===== config.mk =====
export PLATFORM = sky130hd
export DESIGN_NAME = instruction_fetch_flat
export DESIGN_NICKNAME = d
export VERILOG_FILES = /design/src/rtl/instruction_fetch_pkg.sv /design/src/rtl/instruction_fetch_if.sv /design/src/rtl/instruction_fetch_fifo.sv /design/src/rtl/instruction_fetch.sv /design/src/flat_wrapper.sv
export SDC_FILE = /design/constraint.sdc
export NUM_CORES = 1
export LEC_CHECK = 0
export CAP_MARGIN = 0
export CORE_ASPECT_RATIO = 1.75
export CORE_MARGIN = 4
export CORE_UTILIZATION = 53
export CTS_BUF_LIST = sky130_fd_sc_hd__clkbuf_16
export CTS_CLUSTER_SIZE = 20
export DETAILED_ROUTE_END_ITERATION = 6
export PLACE_DENSITY = 0.87
export SYNTH_ARGS = -nofsm -noshare
export SYNTH_HDL_FRONTEND = slang
export SYNTH_SLANG_ARGS = --single-unit

===== constraint.sdc =====
create_clock -name clk -period 15.3 [get_ports clk]
set_input_delay 3.825 -clock clk [delete_from_list [all_inputs] [get_ports clk]]
set_output_delay 3.825 -clock clk [all_outputs]
set_load 0.005 [all_outputs]

===== src/rtl/instruction_fetch_pkg.sv =====
// ============================================================================
//  Module      : fetch_pkg
//  Description : Shared constants, fetch-buffer entry type and PC helpers for
//                the instruction fetch stage.
//  Revision    : 1.0 - initial release
// ============================================================================
`default_nettype none

package fetch_pkg;

  // Byte distance between consecutive instruction words.
  localparam logic [31:0] PC_STEP   = 32'd4;
  // Canonical no-op, shown on the instruction bus while the buffer is empty.
  localparam logic [31:0] INSTR_NOP = 32'h0000_0013;

  // One fetch-buffer entry: byte address of the word and the word itself.
  typedef struct packed {
    logic [31:0] pc;
    logic [31:0] instr;
  } fetch_entry_t;

  // Force a byte address down to its containing word boundary.
  function automatic logic [31:0] align_word(input logic [31:0] addr);
    return addr & ~32'h0000_0003;
  endfunction

endpackage

`default_nettype wire


===== src/rtl/instruction_fetch_if.sv =====
// ============================================================================
//  Module      : instruction_fetch_if
//  Description : Bundle of the fetch stage's memory, decode and redirect
//                signals. The master modport is the fetch stage itself.
//  Revision    : 1.0 - initial release
// ============================================================================
`default_nettype none

interface instruction_fetch_if;

  logic        fetch_enable;
  logic [31:0] imem_address;
  logic [31:0] imem_instruction;
  logic        if_valid;
  logic        if_ready;
  logic [31:0] if_instruction;
  logic [31:0] if_pc;
  logic        redirect_valid;
  logic [31:0] redirect_target;
  logic        fetch_fault;

  modport master (
    input  fetch_enable,
    output imem_address,
    input  imem_instruction,
    output if_valid,
    input  if_ready,
    output if_instruction,
    output if_pc,
    input  redirect_valid,
    input  redirect_target,
    output fetch_fault
  );

  modport slave (
    output fetch_enable,
    input  imem_address,
    output imem_instruction,
    input  if_valid,
    output if_ready,
    input  if_instruction,
    input  if_pc,
    output redirect_valid,
    output redirect_target,
    input  fetch_fault
  );

endinterface

`default_nettype wire


===== src/rtl/instruction_fetch_fifo.sv =====
// ============================================================================
//  Module      : fetch_fifo
//  Description : Small synchronous FIFO of {pc, instruction} entries with a
//                single-cycle flush. Pointers wrap naturally at FIFO_DEPTH,
//                which must be a power of two.
//  Revision    : 1.0 - initial release
// ============================================================================
`default_nettype none

module fetch_fifo
  import fetch_pkg::*;
#(
  parameter int FIFO_DEPTH = 2
) (
  input  wire                          clk,
  input  wire                          reset,
  input  wire                          push,
  input  wire                          pop,
  input  wire                          flush,
  input  fetch_entry_t                 din,
  output fetch_entry_t                 dout,
  output logic [$clog2(FIFO_DEPTH):0]  count,
  output logic                         full,
  output logic                         empty
);

  localparam int PW = $clog2(FIFO_DEPTH);
  localparam int CW = PW + 1;

  fetch_entry_t          mem [FIFO_DEPTH];
  logic [PW-1:0]         wr_ptr;
  logic [PW-1:0]         rd_ptr;

  // Pointer and occupancy tracking; flush empties the buffer in one cycle.
  always_ff @(posedge clk) begin
    if (reset || flush) begin
      wr_ptr <= '0;
      rd_ptr <= '0;
      count  <= '0;
    end else begin
      if (push) wr_ptr <= wr_ptr + PW'(1);
      if (pop)  rd_ptr <= rd_ptr + PW'(1);
      count <= count + CW'(push) - CW'(pop);
    end
  end

  // Entry storage; contents need no reset because occupancy gates visibility.
  always_ff @(posedge clk) begin
    if (push) mem[wr_ptr] <= din;
  end

  assign dout  = mem[rd_ptr];
  assign full  = (count == CW'(FIFO_DEPTH));
  assign empty = (count == '0);

endmodule

`default_nettype wire


===== src/rtl/instruction_fetch.sv =====
// ============================================================================
//  Module      : instruction_fetch
//  Description : Program counter and fetch buffer in front of a combinational
//                instruction memory; hands {pc, instruction} to decode over
//                valid/ready and restarts on redirects with a full flush.
//  Options     : FETCH_MISALIGN_TRAP_EN - misaligned redirect targets raise
//                fetch_fault and stall fetch instead of being aligned down.
//  Revision    : 1.0 - initial release
// ============================================================================
`default_nettype none

module instruction_fetch
  import fetch_pkg::*;
#(
  parameter logic [31:0] RESET_VECTOR = 32'h0000_0000,
  parameter int          FIFO_DEPTH   = 2
) (
  input  wire                  clk,
  input  wire                  reset,
  instruction_fetch_if.master  bus
);

  logic [31:0]                 pc;
  logic [31:0]                 redirect_pc;
  logic                        fault_hold;
  logic                        push;
  logic                        pop;
  logic                        full;
  logic                        empty;
  logic [$clog2(FIFO_DEPTH):0] count;
  fetch_entry_t                din;
  fetch_entry_t                dout;

  // A redirect cycle hides the head so decode never consumes a flushed entry.
  assign bus.if_valid     = ~empty & ~bus.redirect_valid;
  assign pop              = bus.if_valid & bus.if_ready;
  // A full buffer may still accept when the head leaves in the same cycle.
  assign push             = bus.fetch_enable & ~bus.redirect_valid & ~fault_hold
                            & (~full | pop);

  assign bus.imem_address   = pc;
  assign din                = '{pc: pc, instr: bus.imem_instruction};
  assign bus.if_pc          = dout.pc;
  assign bus.if_instruction = empty ? INSTR_NOP : dout.instr;
  assign bus.fetch_fault    = fault_hold;

`ifdef FETCH_MISALIGN_TRAP_EN
  assign redirect_pc = bus.redirect_target;

  // Fault latches on a misaligned redirect and clears on an aligned one.
  always_ff @(posedge clk) begin
    if (reset) begin
      fault_hold <= 1'b0;
    end else if (bus.redirect_valid) begin
      fault_hold <= |bus.redirect_target[1:0];
    end
  end
`else
  assign redirect_pc = align_word(bus.redirect_target);
  assign fault_hold  = 1'b0;
`endif

  // Program counter: reset beats redirect, redirect beats sequential advance.
  always_ff @(posedge clk) begin
    if (reset) begin
      pc <= RESET_VECTOR;
    end else if (bus.redirect_valid) begin
      pc <= redirect_pc;
    end else if (push) begin
      pc <= pc + PC_STEP;
    end
  end

  fetch_fifo #(
    .FIFO_DEPTH (FIFO_DEPTH)
  ) u_fifo (
    .clk   (clk),
    .reset (reset),
    .push  (push),
    .pop   (pop),
    .flush (bus.redirect_valid),
    .din   (din),
    .dout  (dout),
    .count (count),
    .full  (full),
    .empty (empty)
  );

  a_empty_matches_count: assert property (@(posedge clk) disable iff (reset)
    empty == (count == '0));

endmodule

`default_nettype wire


===== src/flat_wrapper.sv =====
// flat-port wrapper written by rule: the top's interface ports become plain ports
module instruction_fetch_flat import fetch_pkg::*;
#(
  parameter logic [31:0] RESET_VECTOR = 32'h0000_0000,
  parameter int          FIFO_DEPTH   = 2
)
  (clk, reset, bus_fetch_enable, bus_imem_address, bus_imem_instruction, bus_if_valid, bus_if_ready, bus_if_instruction, bus_if_pc, bus_redirect_valid, bus_redirect_target, bus_fetch_fault);
  instruction_fetch_if bus_i ();
  input  wire clk;
  input  wire reset;
  input wire logic [$bits(bus_i.fetch_enable)-1:0] bus_fetch_enable;
  output wire logic [$bits(bus_i.imem_address)-1:0] bus_imem_address;
  input wire logic [$bits(bus_i.imem_instruction)-1:0] bus_imem_instruction;
  output wire logic [$bits(bus_i.if_valid)-1:0] bus_if_valid;
  input wire logic [$bits(bus_i.if_ready)-1:0] bus_if_ready;
  output wire logic [$bits(bus_i.if_instruction)-1:0] bus_if_instruction;
  output wire logic [$bits(bus_i.if_pc)-1:0] bus_if_pc;
  input wire logic [$bits(bus_i.redirect_valid)-1:0] bus_redirect_valid;
  input wire logic [$bits(bus_i.redirect_target)-1:0] bus_redirect_target;
  output wire logic [$bits(bus_i.fetch_fault)-1:0] bus_fetch_fault;
  assign bus_i.fetch_enable = bus_fetch_enable;
  assign bus_imem_address = bus_i.imem_address;
  assign bus_i.imem_instruction = bus_imem_instruction;
  assign bus_if_valid = bus_i.if_valid;
  assign bus_i.if_ready = bus_if_ready;
  assign bus_if_instruction = bus_i.if_instruction;
  assign bus_if_pc = bus_i.if_pc;
  assign bus_i.redirect_valid = bus_redirect_valid;
  assign bus_i.redirect_target = bus_redirect_target;
  assign bus_fetch_fault = bus_i.fetch_fault;
  instruction_fetch #(.RESET_VECTOR(RESET_VECTOR), .FIFO_DEPTH(FIFO_DEPTH)) u_core (.clk(clk), .reset(reset), .bus(bus_i));
endmodule

==> Changelog: implementation, run 1 <==
### Physical design

- I/O Pins: 167
- Post-CTS Resized: 0
- Post-route cell area: 8950 µm²
- Final wirelength: 15,000 µm
- Tightest Pin Transition: 1.22 ns
- Path depth of the worst reg2reg path: 4
- Setup TNS: 0 ns
- Dpl ws: 6.40 ns
- Layout cells sized above 1: 0.121
- Int Power: 0.741 mW
- CP max FO: 67
- Synth top cell by count: edfxtp_1
- Post-synthesis cell count: 497
- Share of the yosys chip area belonging to registers: 0.657
- Min-Delay Path Class: reg2reg
- Clock Sinks: 159
- Status: completed
- Cell Area, Synth: 6740 µm²
- Post-synth top cells: 124 x edfxtp_1, 40 x nor2_1, 37 x mux2i_1
- Max Slew Vio Count: 0
- Post-synth area hogs: edfxtp_1 55%, dfxtp_1 10%, mux2i_1 5.5%
- Logic area: 2090 µm²
- GRT Residual Overflow: 0
- Minimum clock period: 8.91 ns
- CP cell instances: buf_2 -> buf_4 -> nor2_1 -> clkdlybuf4s50_1
- Core ar.: 12,400 µm²
- Met3 Routed Length: 735 µm
- Yosys warns: 0
- Final setup viols: 0
- Met2 wire length: 8620 µm
- Largest stage delay, worst path: 0.54 ns
- Antenna violations before repair: 0
- Slowest CP cell: buf_4
- First-pass DRT Iterations: 5
- Register area: 4430 µm²
- Commonest flop: edfxtp_1
- Fin cells: 831
- Slew margin rel.: 0.184
- Detail Placement HPWL: 10,500 µm
- Async SR Flop Fraction: 0
- RSZ-0062 raised after global routing: no
- DRC violations left: 0
- Buffer depth of the longest clock path: 2
- Sw power: 0.213 mW
- Clk pwr share: 0.394
- Yosys cell count: 497
- Count of different cell masters after synthesis: 46
- Final hold violations: 0
- Late-Pin Clk Latency: 0.41 ns
- VDD IR max: 0.0828 mV
- Leak pwr: 3.08 nW
- Number of flops mapped to enable cells by yosys: 124
- Crit path capture type: primary output
- Final Power: 0.954 mW
- FILL cells: 894
- Startpoint type of the worst setup path: primary input
- Fin crit share: 0.582
- Synthesized registers: 159
- Root Driver: clkbuf_16
- WL per Instance: 18.1 µm
- YS chip area: 6740 µm²
- PnR worst setup slack: 6.39 ns
- DR vias/cell: 5.37
- Gate power share: 0.084
- First-pass GRT wire length: 23,300 µm
- Crit path DAT: 5.08 ns
- Worst Setup Path Type: in2out
- Placed cell areas: 8410 µm²
- N_diodes: 0
- Data required, critical path: 11.48 ns
- Routability congestion estimate from global placement: 0.836
run 1: final cells by class:
class | count | share of cell area
Clock buffer | 17 | 0.0475
Clock inverter | 15 | 0.0124
Inverter | 18 | 0.00755
Multi-Input combinational cell | 291 | 0.234
Sequential cell | 159 | 0.495
Tap cell | 168 | 0.0235
Timing Repair Buffer | 163 | 0.181
run 1: critical path: cells and delay by family:
family,cells,cell delay [ns]
AND/OR/NAND/NOR,1,0.11
buffers and inverters,3,1.13
run 1: cells in the final DEF, fill, tap and decap left out, types with 5 or more instances in the layout:
cell type / count
nand3_1: 12
nor2b_1: 8
nand2_1: 18
xnor2_1: 11
mux2i_1: 37
nor3_1: 17
clkbuf_16: 17
conb_1: 5
nand4_1: 8
clkdlybuf4s50_1: 158
inv_1: 18
o21ai_0: 7
nor4_1: 8
xor2_1: 19
inv_6: 5
a21oi_1: 15
mux2_2: 30
edfxtp_1: 124
nor2_1: 39
dfxtp_1: 34
and3_1: 6
o21a_1: 16
run 1: registers in the layout, summed over array words and instances, names as in the netlist, named ones only:
| register | count |
|---|---|
| u_core.u_fifo.rd_ptr | 1 |
| u_core.u_fifo.wr_ptr | 1 |
| u_core.u_fifo.count | 2 |
| u_core.u_fifo.mem | 124 |
| u_core.bus.imem_address | 30 |
run 1: power groups by stage:
stage	clock network [mW]	logic [mW]	registers, mW
floorplan	0	0.0343	0.503
global placement	0	0.0781	0.506
detailed placement	0	0.0808	0.507
CTS	0.384	0.0815	0.498
global route	0.404	0.0871	0.500
finish	0.376	0.0805	0.498
run 1: metal layers:
metal	up-vias	GRT usage
met4	0	0.0936
met5	-	0
met1	2154	0.216
met3	23	0.0526
met2	156	0.396
li1	2129	-
run 1: path summary, 6_finish.rpt:
check,from,endpoint,slack (ns)
worst max-delay path,bus_redirect_valid,bus_if_valid,6.39
worst min-delay path,u_core.bus.imem_address[31],u_core.u_fifo.mem[0][63],0.53
worst max register to register,u_core.u_fifo.count[0],u_core.u_fifo.mem[1][55],12.46
worst min register to register,u_core.bus.imem_address[31],u_core.u_fifo.mem[0][63],0.53
run 1: cell families after synthesis:
group                      synth area share
DFF                                   0.657
and+or+nand+nor                       0.108
muxes                                 0.105
AOI/OAI and AO/OA                    0.0502
buffers and inverters                0.0370
xor gates and xnor gates             0.0390
adders and majority gates           0.00371
other                              0.000557
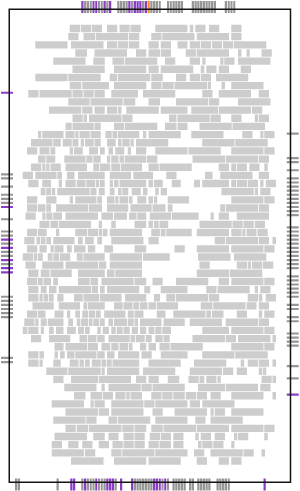
Figure 1: run 1, pin placement.
Scale: 3 px per µm. Pins as bars across the die edge, other pins in gray.
[orange] bus_fetch_enable | pins: 1 | direction: input | edge: top
[purple] bus_imem_address | pins: 32 | direction: output | edge: 14 bottom, 10 top, 7 left, 1 right
all pins by edge: 51 bottom, 46 top, 42 right, 28 left
DIE WIDTH: 93.2 µm
Die H: 157 µm
Port Buffer Count: 159

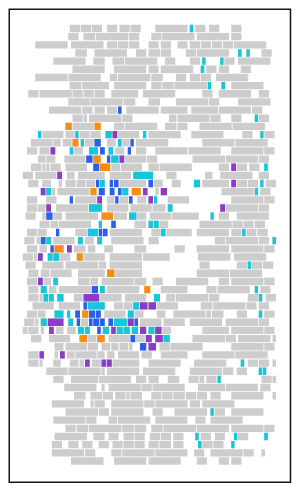
Figure 2: run 1, logic cells by family.
Scale: 3 px per µm.
[blue] NAND gates | cells: 39
[cyan] NOR gates | cells: 82
[purple] inverting AOI/OAI gates | cells: 33
[orange] AND and OR gates | cells: 15

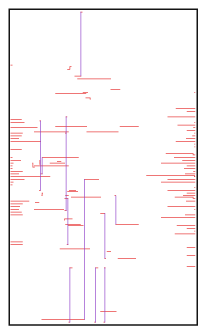
Figure 3: run 1, metal layers overlaid.
Scale: 2 px per µm. Only two layers are drawn.
[purple] met4 | wire length: 333 µm
[red] met3 | wire length: 735 µm
total number of vias: 4,462
GRT Total Usage: 0.210

==> run 1 -> run 2 <==
--- a/config.mk
+++ b/config.mk
@@ -8,11 +8,11 @@
 export CAP_MARGIN = 0
 export CORE_ASPECT_RATIO = 1.75
 export CORE_MARGIN = 4
-export CORE_UTILIZATION = 53
+export CORE_UTILIZATION = 49
 export CTS_BUF_LIST = sky130_fd_sc_hd__clkbuf_16
 export CTS_CLUSTER_SIZE = 20
 export DETAILED_ROUTE_END_ITERATION = 6
-export PLACE_DENSITY = 0.87
+export PLACE_DENSITY = 0.82
 export SYNTH_ARGS = -nofsm -noshare
 export SYNTH_HDL_FRONTEND = slang
 export SYNTH_SLANG_ARGS = --single-unit
==> constraint.sdc (replaced) <==
create_clock -name clk -period 9.1 [get_ports clk]
set_input_delay 2.275 -clock clk [delete_from_list [all_inputs] [get_ports clk]]
set_output_delay 2.275 -clock clk [all_outputs]
set_load 0.005 [all_outputs]
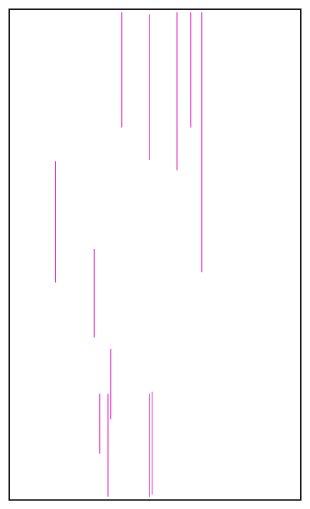
Figure 4: run 2, signal wires on met4.
Scale: 3 px per µm.
share of all routed wire: 3.1%
longest straight run: 86.4 µm
main direction: vertical

==> Changelog: implementation, run 2 <==
### Physical design

- Final Power: 1.64 mW
- WL per Instance: 18.4 µm
- RR Startpoint: u_core.u_fifo.count[0]
- Post-synthesis cell count: 497
- DRC violations left: 0
- CP max FO: 67
- Slew margin rel.: 0.194
- Crit path DAT: 3.57 ns
- Layout cells sized above 1: 0.120
- Final wirelength: 15,400 µm
- Worst reg2reg path endpoint: u_core.u_fifo.mem[0][52]
- Buffer depth of the longest clock path: 2
- Max reg flops: 124
- Min-Delay Path Class: reg2reg
- VDD IR max: 0.187 mV
- Flop-to-flop setup slack: 5.94 ns
- Clock Sinks: 159
- Number of flops mapped to enable cells by yosys: 124
- First-pass DRT Iterations: 4
- Antenna violations before repair: 0
- Crit path capture type: primary output
- Synth top cell by count: edfxtp_1
- YS chip area: 6740 µm²
- Tightest Pin Transition: 1.21 ns
- GRT Total Usage: 0.197
- Share of the yosys chip area belonging to registers: 0.657
- Commonest flop: edfxtp_1
- Status: completed
- Largest stage delay, worst path: 0.55 ns
- Detail Placement HPWL: 10,800 µm
- Post-synth area hogs: edfxtp_1 55%, dfxtp_1 10%, mux2i_1 5.5%
- Synthesized registers: 159
- Final hold violations: 0
- Fin crit share: 0.642
- Reg with most FFs: u_core.u_fifo.mem
- Cell Area, Synth: 6740 µm²
- Post-route cell area: 8990 µm²
- Worst Setup Path Type: in2out
- First-pass GRT wire length: 24,100 µm
- DR vias/cell: 5.30
- Minimum clock period: 5.85 ns
- CP cell instances: buf_2 -> buf_4 -> nor2_1 -> clkdlybuf4s50_1
- Total number of vias: 4,439
- Max Slew Vio Count: 0
- RSZ-0062 raised after global routing: no
- And-or/or-and share of the synthesized area: 0.0502
- Slowest CP cell: buf_4
- Startpoint type of the worst setup path: primary input
- Root Driver: clkbuf_16
- Yosys warns: 0
- Routability congestion estimate from global placement: 0.818
- Commonest cells after routing, fill and taps aside: 158 x clkdlybuf4s50_1, 124 x edfxtp_1, 39 x nor2_1, 37 x mux2i_1, 34 x dfxtp_1
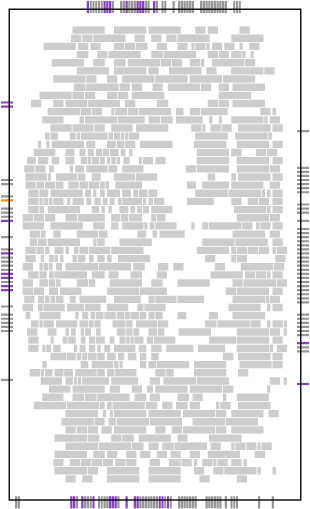
Figure 5: run 2, pin placement.
Scale: 3 px per µm. Pins as bars across the die edge, other pins in gray.
[purple] bus_imem_address | pins: 32 | direction: output | edge: 13 bottom, 9 top, 8 left, 2 right
[orange] bus_fetch_enable | pins: 1 | direction: input | edge: left
Die H: 163 µm
DIE WIDTH: 96.6 µm

run 2: routing by layer:
metal / global-route usage / vias up / wire length (µm)
met5: 0 / - / 0
met4: 0.0997 / 0 / 477
met3: 0.0389 / 24 / 714
met2: 0.375 / 151 / 8900
met1: 0.203 / 2145 / 5310
li1: - / 2119 / -
run 2: final cells by class:
cell class | instances | area (µm²)
well taps | 174 | 218
multi-input cells | 291 | 2090
clock buffers | 17 | 425
inverters | 18 | 67.6
clock inverters | 15 | 135
repair buffers | 164 | 1620
flip-flops and latches | 159 | 4430
fillers | 997 | 4470
run 2: cells by family (layout without fill, tap and decap cells):
group	count (synthesis)	count (layout)
DFF	159	159
and+or+nand+nor	136	136
muxes	67	67
AOI/OAI and AO/OA	51	51
buffers and inverters	51	214
xor gates and xnor gates	30	30
adders and majority gates	2	2
other	1	5
run 2: critical path, delay by kind of cell:
| family | cells | cell delay, ns |
|---|---|---|
| simple gates | 1 | 0.14 |
| buf+inv | 3 | 1.13 |
run 2: worst min-delay path by stage:
stage | cells after the start | endpoint | slack (ns) | startpoint
finish | 0 | u_core.u_fifo.mem[1][63] | 0.53 | u_core.bus.imem_address[31]
floorplan | 0 | u_core.u_fifo.mem[0][53] | 0.51 | u_core.bus.imem_address[21]
global placement | 0 | u_core.u_fifo.mem[0][63] | 0.51 | u_core.bus.imem_address[31]
global route | 0 | u_core.u_fifo.mem[1][53] | 0.56 | u_core.bus.imem_address[21]
CTS | 0 | u_core.u_fifo.mem[0][63] | 0.54 | u_core.bus.imem_address[31]
detailed placement | 0 | u_core.u_fifo.mem[0][63] | 0.52 | u_core.bus.imem_address[31]
run 2: per-stage QoR:
| stage | setup WS [ns] | utilization | hold WS (ns) | instances |
|---|---|---|---|---|
| after floorplan | 1.26 | - | 0.505 | 501 |
| after global placement | 3.30 | 0.626 | 0.508 | 806 |
| after detailed placement | 3.27 | 0.626 | 0.523 | 806 |
| after CTS | 3.27 | 0.668 | 0.537 | 838 |
| after global routing | 3.15 | 0.668 | 0.555 | 838 |
| final | 3.25 | 0.668 | 0.533 | 838 |
run 2: power by group:
group | switching, mW | internal, mW
registers | 0.0243 | 0.813
clock network | 0.284 | 0.379
logic | 0.0540 | 0.0815
Power and IR drop assume default switching activity.
